Run 1, clock wires, drivers and flops:
Scale: 1.5 px per um.
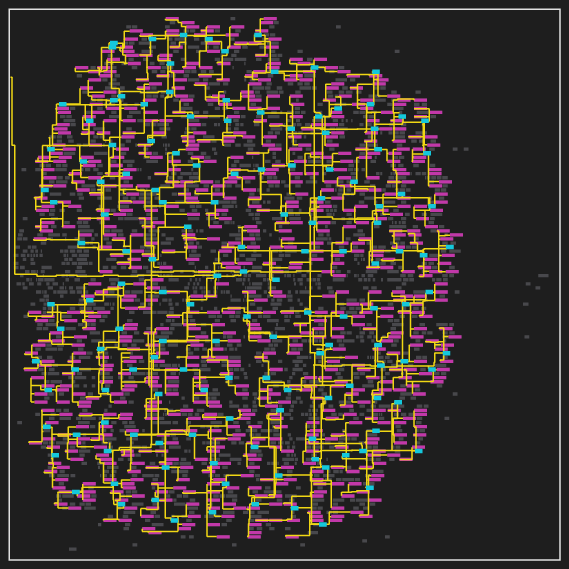
Run 1, placement density heat map:
37 x 37 tiles, from black (low) to pale yellow (high), 0 to 100% covered.
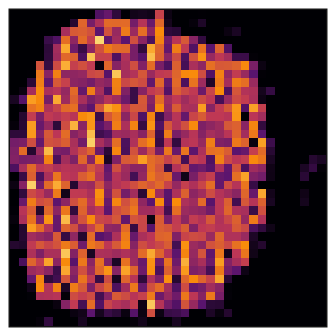
Run 1, clock routing:
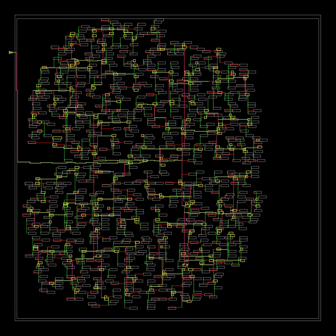
==> config.mk <==
export PLATFORM = sky130hd
export DESIGN_NAME = conv1_src
export DESIGN_NICKNAME = d
export VERILOG_FILES = /design/src/rtl/conv1_src.sv
export SDC_FILE = /design/constraint.sdc
export NUM_CORES = 1
export LEC_CHECK = 0
export CORE_MARGIN = 2
export CORE_UTILIZATION = 28
export CTS_BUF_LIST = sky130_fd_sc_hd__clkbuf_4 sky130_fd_sc_hd__clkbuf_8
export DETAILED_ROUTE_END_ITERATION = 10
export GPL_ROUTABILITY_DRIVEN = 0
export PLACE_DENSITY = 0.47
export REMOVE_ABC_BUFFERS = 1
export SYNTH_ARGS = -nofsm -noshare
export SYNTH_HDL_FRONTEND = slang
export SYNTH_SLANG_ARGS = --single-unit
==> constraint.sdc <==
create_clock -name clk -period 4.7 [get_ports clk]
set_clock_uncertainty 0.15 [all_clocks]
set_input_delay 0.94 -clock clk [delete_from_list [all_inputs] [get_ports clk]]
set_output_delay 0.94 -clock clk [all_outputs]
set_load 0.05 [all_outputs]
==> summary.json, run 1 <==
{
  "seqCellArea_um2": 19900,
  "outcome": "complete, but fails checks",
  "pin_count_of_the_biggest_net_entering_global_routing": 106,
  "cpMaxStageDelayCell": "mux4_2",
  "drtIter0Drc": 1403,
  "fin_area_um2": 43500,
  "grtUsageMet2_pct": 28.8,
  "drt_first_pass_iters": 7,
  "violations_in_the_final_reports": "negative setup slack",
  "timing.critical_path.slowest_cell_delay_ps": 510,
  "postSynth.asyncResetShare_pct": 100,
  "layoutNonFillerInstCount": 4399,
  "fin_tns_setup_ps": -400,
  "ios": 54,
  "worstPathArrival_ps": 4010,
  "placed_cells": 4138,
  "setup_viol": 1,
  "timing.final.crit_share_pct": 109,
  "chipHeight_um": 366,
  "yosys-mux-area-fraction_pct": 37.0,
  "antenna_diode_count": 2,
  "power.switching_fraction_pct": 31.0,
  "largest_cell_class": "flip-flops and latches",
  "nFillCells": 12621,
  "ys_area_um2": 36700,
  "post_drt_via_cell_ratio": 5.13,
  "cpLargestDelayFamily": "multiplexers",
  "grt.total_usage_pct": 17.9,
  "post-synth-top-count-cell": "dfrtp_1",
  "grt_antenna_before_repair": 4,
  "mappedNetlistArea_um2": 36700,
  "nets": 2598,
  "cts_setup_buffers": 13,
  "m1WireLength_um": 54300,
  "final.signal_inverter_count": 11,
  "first_pass_grt_wire_length_um": 176000,
  "clk_pin_slew_ps": 60,
  "fin_ws_ps": -400,
  "die_x_um": 366,
  "nMultiInputCombCells": 1385,
  "routed_wl_met3_um": 5560,
  "total_routed_length_um": 120000,
  "groute.layer.met3.usage_pct": 3.19
}
Back to the opening pictures, 'clock wires, drivers and flops':
[clock drivers] cyan | count: 143
[flip-flops] magenta | count: 796
[clock wires] yellow | length: 11800 um
routed clock nets	144
clk pwr: 6680 uW
clock share of power: 37.1%
clk latency late pin: 820 ps

Back to the opening pictures, 'placement density heat map':
nearly empty tiles	31%
mean over tiles	31%
emptiest ninth of the die	south-east
fullest tile	92%
tiles over 75% full	3.8%
starting utilization of the core area: 28.3%
area of the core: 130000 um2
final standard cell utilization of the core: 33.5%

Back to the opening pictures, 'clock routing':
CLK BUF: 226
number of buffers created by CTS: 143
sequential cells: 796
number of clock sinks: 796

==> run 2: changes to the inputs <==
--- a/config.mk
+++ b/config.mk
@@ -8,6 +8,7 @@
 export CORE_MARGIN = 2
 export CORE_UTILIZATION = 28
 export CTS_BUF_LIST = sky130_fd_sc_hd__clkbuf_4 sky130_fd_sc_hd__clkbuf_8
+export CTS_CLUSTER_DIAMETER = 80
 export DETAILED_ROUTE_END_ITERATION = 10
 export GPL_ROUTABILITY_DRIVEN = 0
 export PLACE_DENSITY = 0.47
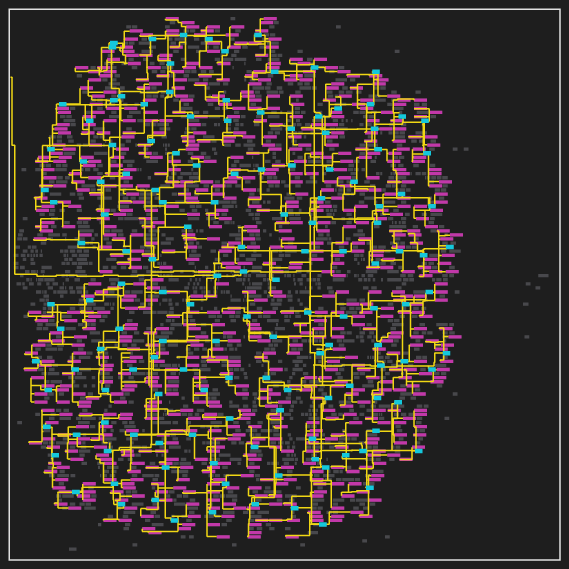
Run 2: clock wires, drivers and flops
Scale: 1.5 px per um.
[flip-flops] magenta | count: 796
[clock drivers] cyan | count: 143
[clock wires] yellow | length: 11800 um
routed clock nets	144

==> summary.json, run 2 <==
{
  "outcome": "complete, but fails checks",
  "violations_in_the_final_reports": "negative setup slack",
  "nMultiInputCombCells": 1385,
  "fin_area_um2": 43500,
  "seq_cell_count": 796,
  "layoutNonFillerInstCount": 4399,
  "postSynth.asyncResetShare_pct": 100,
  "grt.total_usage_pct": 17.9,
  "post_drt_via_cell_ratio": 5.13,
  "clkSinkCount": 796,
  "fin_ws_ps": -400,
  "m1WireLength_um": 54300,
  "cpLargestDelayFamily": "multiplexers",
  "clk_latency_late_pin_ps": 820,
  "pin_count_of_the_biggest_net_entering_global_routing": 106,
  "setup_viol": 1,
  "first_pass_grt_wire_length_um": 176000,
  "fin_tns_setup_ps": -400,
  "chipHeight_um": 366,
  "power.switching_fraction_pct": 31.0,
  "nets": 2598,
  "power_clock_uw": 6680,
  "timing.critical_path.slowest_cell_delay_ps": 510,
  "final.signal_inverter_count": 11,
  "ys_area_um2": 36700,
  "post-route-util_pct": 33.5,
  "drtIter0Drc": 1403,
  "core-area_um2": 130000,
  "grtUsageMet2_pct": 28.8,
  "worstPathArrival_ps": 4010,
  "largest_cell_class": "flip-flops and latches",
  "cpMaxStageDelayCell": "mux4_2",
  "die_x_um": 366,
  "mappedNetlistArea_um2": 36700,
  "timing.final.crit_share_pct": 109
}
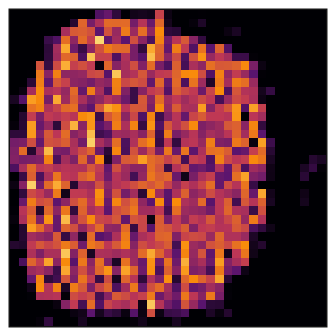
Run 2: placement density heat map
37 x 37 tiles, from black (low) to pale yellow (high), 0 to 100% covered.
emptiest ninth of the die	south-east
tiles over 75% full	3.8%
mean over tiles	31%

==> run 3: changes to the inputs <==
--- a/config.mk
+++ b/config.mk
@@ -5,13 +5,13 @@
 export SDC_FILE = /design/constraint.sdc
 export NUM_CORES = 1
 export LEC_CHECK = 0
-export CORE_MARGIN = 2
-export CORE_UTILIZATION = 28
+export CORE_MARGIN = 3
+export CORE_UTILIZATION = 55
 export CTS_BUF_LIST = sky130_fd_sc_hd__clkbuf_4 sky130_fd_sc_hd__clkbuf_8
 export CTS_CLUSTER_DIAMETER = 80
 export DETAILED_ROUTE_END_ITERATION = 10
 export GPL_ROUTABILITY_DRIVEN = 0
-export PLACE_DENSITY = 0.47
+export PLACE_DENSITY = 0.76
 export REMOVE_ABC_BUFFERS = 1
 export SYNTH_ARGS = -nofsm -noshare
 export SYNTH_HDL_FRONTEND = slang
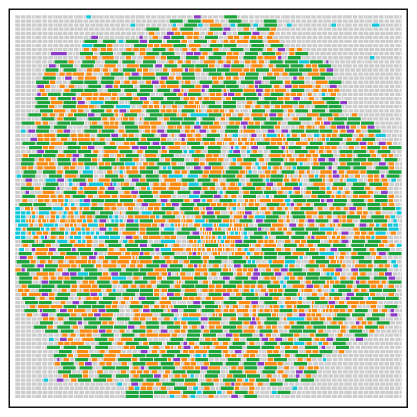
Run 3: cell classes on the final placement
Scale: 1.5 px per um. Fill, decap, tap and diode cells in gray.
class	color	cells	share of their area
sequential cells	green	796	49%
combinational and other logic	orange	1396	39%
clock drivers and dummy loads	purple	226	6.7%
remaining buffers and delay cells	cyan	210	5.8%
share of cell area taken by flip-flops and latches: 47.3%
Std-Cell Rows: 94
final standard cell utilization of the core: 63.8%

==> summary.json, run 3 <==
{
  "ys_area_um2": 36700,
  "cts_setup_buffers": 16,
  "worstPathArrival_ps": 3930,
  "chipHeight_um": 264,
  "groute.layer.met3.usage_pct": 7.10,
  "clkSinkCount": 796,
  "yosys-mux-area-fraction_pct": 37.0,
  "placed_cells": 3243,
  "seq_cell_count": 796,
  "power_clock_uw": 6360,
  "clock_share_of_power_pct": 36.1,
  "pin_count_of_the_biggest_net_entering_global_routing": 106,
  "nFillCells": 4615,
  "first_pass_grt_wire_length_um": 156000,
  "post_drt_via_cell_ratio": 6.57,
  "layoutNonFillerInstCount": 3494,
  "largest_cell_class": "flip-flops and latches",
  "ios": 54,
  "power.switching_fraction_pct": 30.3,
  "fin_tns_setup_ps": -323,
  "die_x_um": 264,
  "outcome": "complete, but fails checks",
  "fin_area_um2": 42100,
  "cts_buffers": 134,
  "clk_latency_late_pin_ps": 790,
  "grtUsageMet2_pct": 45.6,
  "post-synth-top-count-cell": "dfrtp_1",
  "grt.total_usage_pct": 30.2,
  "fin_ws_ps": -323,
  "routed_wl_met3_um": 8970,
  "nets": 2580,
  "postSynth.asyncResetShare_pct": 100,
  "seqCellArea_um2": 19900,
  "violations_in_the_final_reports": "negative setup slack",
  "setup_viol": 1,
  "cpMaxStageDelayCell": "mux4_2",
  "mappedNetlistArea_um2": 36700,
  "clkbuf_count": 202,
  "cpLargestDelayFamily": "AND-OR/OR-AND gates"
}
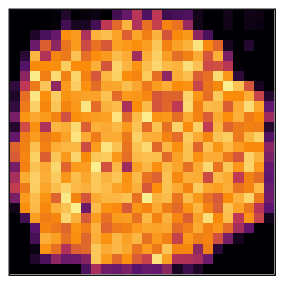
Run 3: placement density heat map
Scale: 1 px per um. 26 x 26 tiles, from black (low) to pale yellow (high), 0 to 100% covered.
nearly empty tiles	13%
tiles over 75% full	44%
mean over tiles	59%
fullest tile	97%
emptiest ninth of the die	north-east
area of the core: 66000 um2
starting utilization of the core area: 55.7%


## Gallery

Zoomed window.
shot_01.png
Window x 171 to 196, y 171 to 196 um. Cells in gray, sequential cells in the stronger gray; small squares are vias.
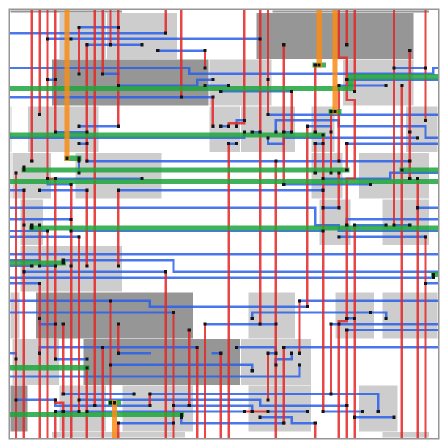
shot_02.png
Window x 120 to 145, y 120 to 145 um. Cells in gray, sequential cells in the stronger gray; small squares are vias.
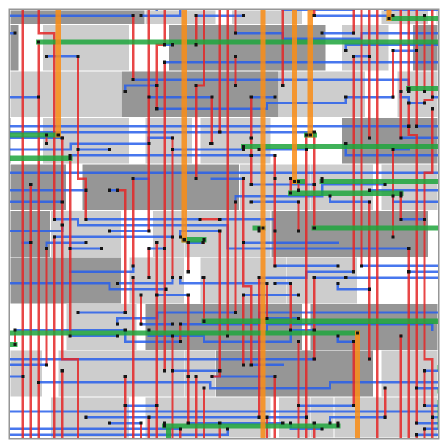
run 1 -> shot_01.png
run 3 -> shot_02.png

Key to shot_01.png:
layer	color
metal 1	blue
metal 2	red
metal 3	green
metal 4	orange
most frequent	mux2_2 (6), dfrtp_1 (4), buf_4 (4)
cells with their middle in the window	29
sequential cells in the window	4

Power figures rest on the tool's default switching activity, not on a simulated workload.
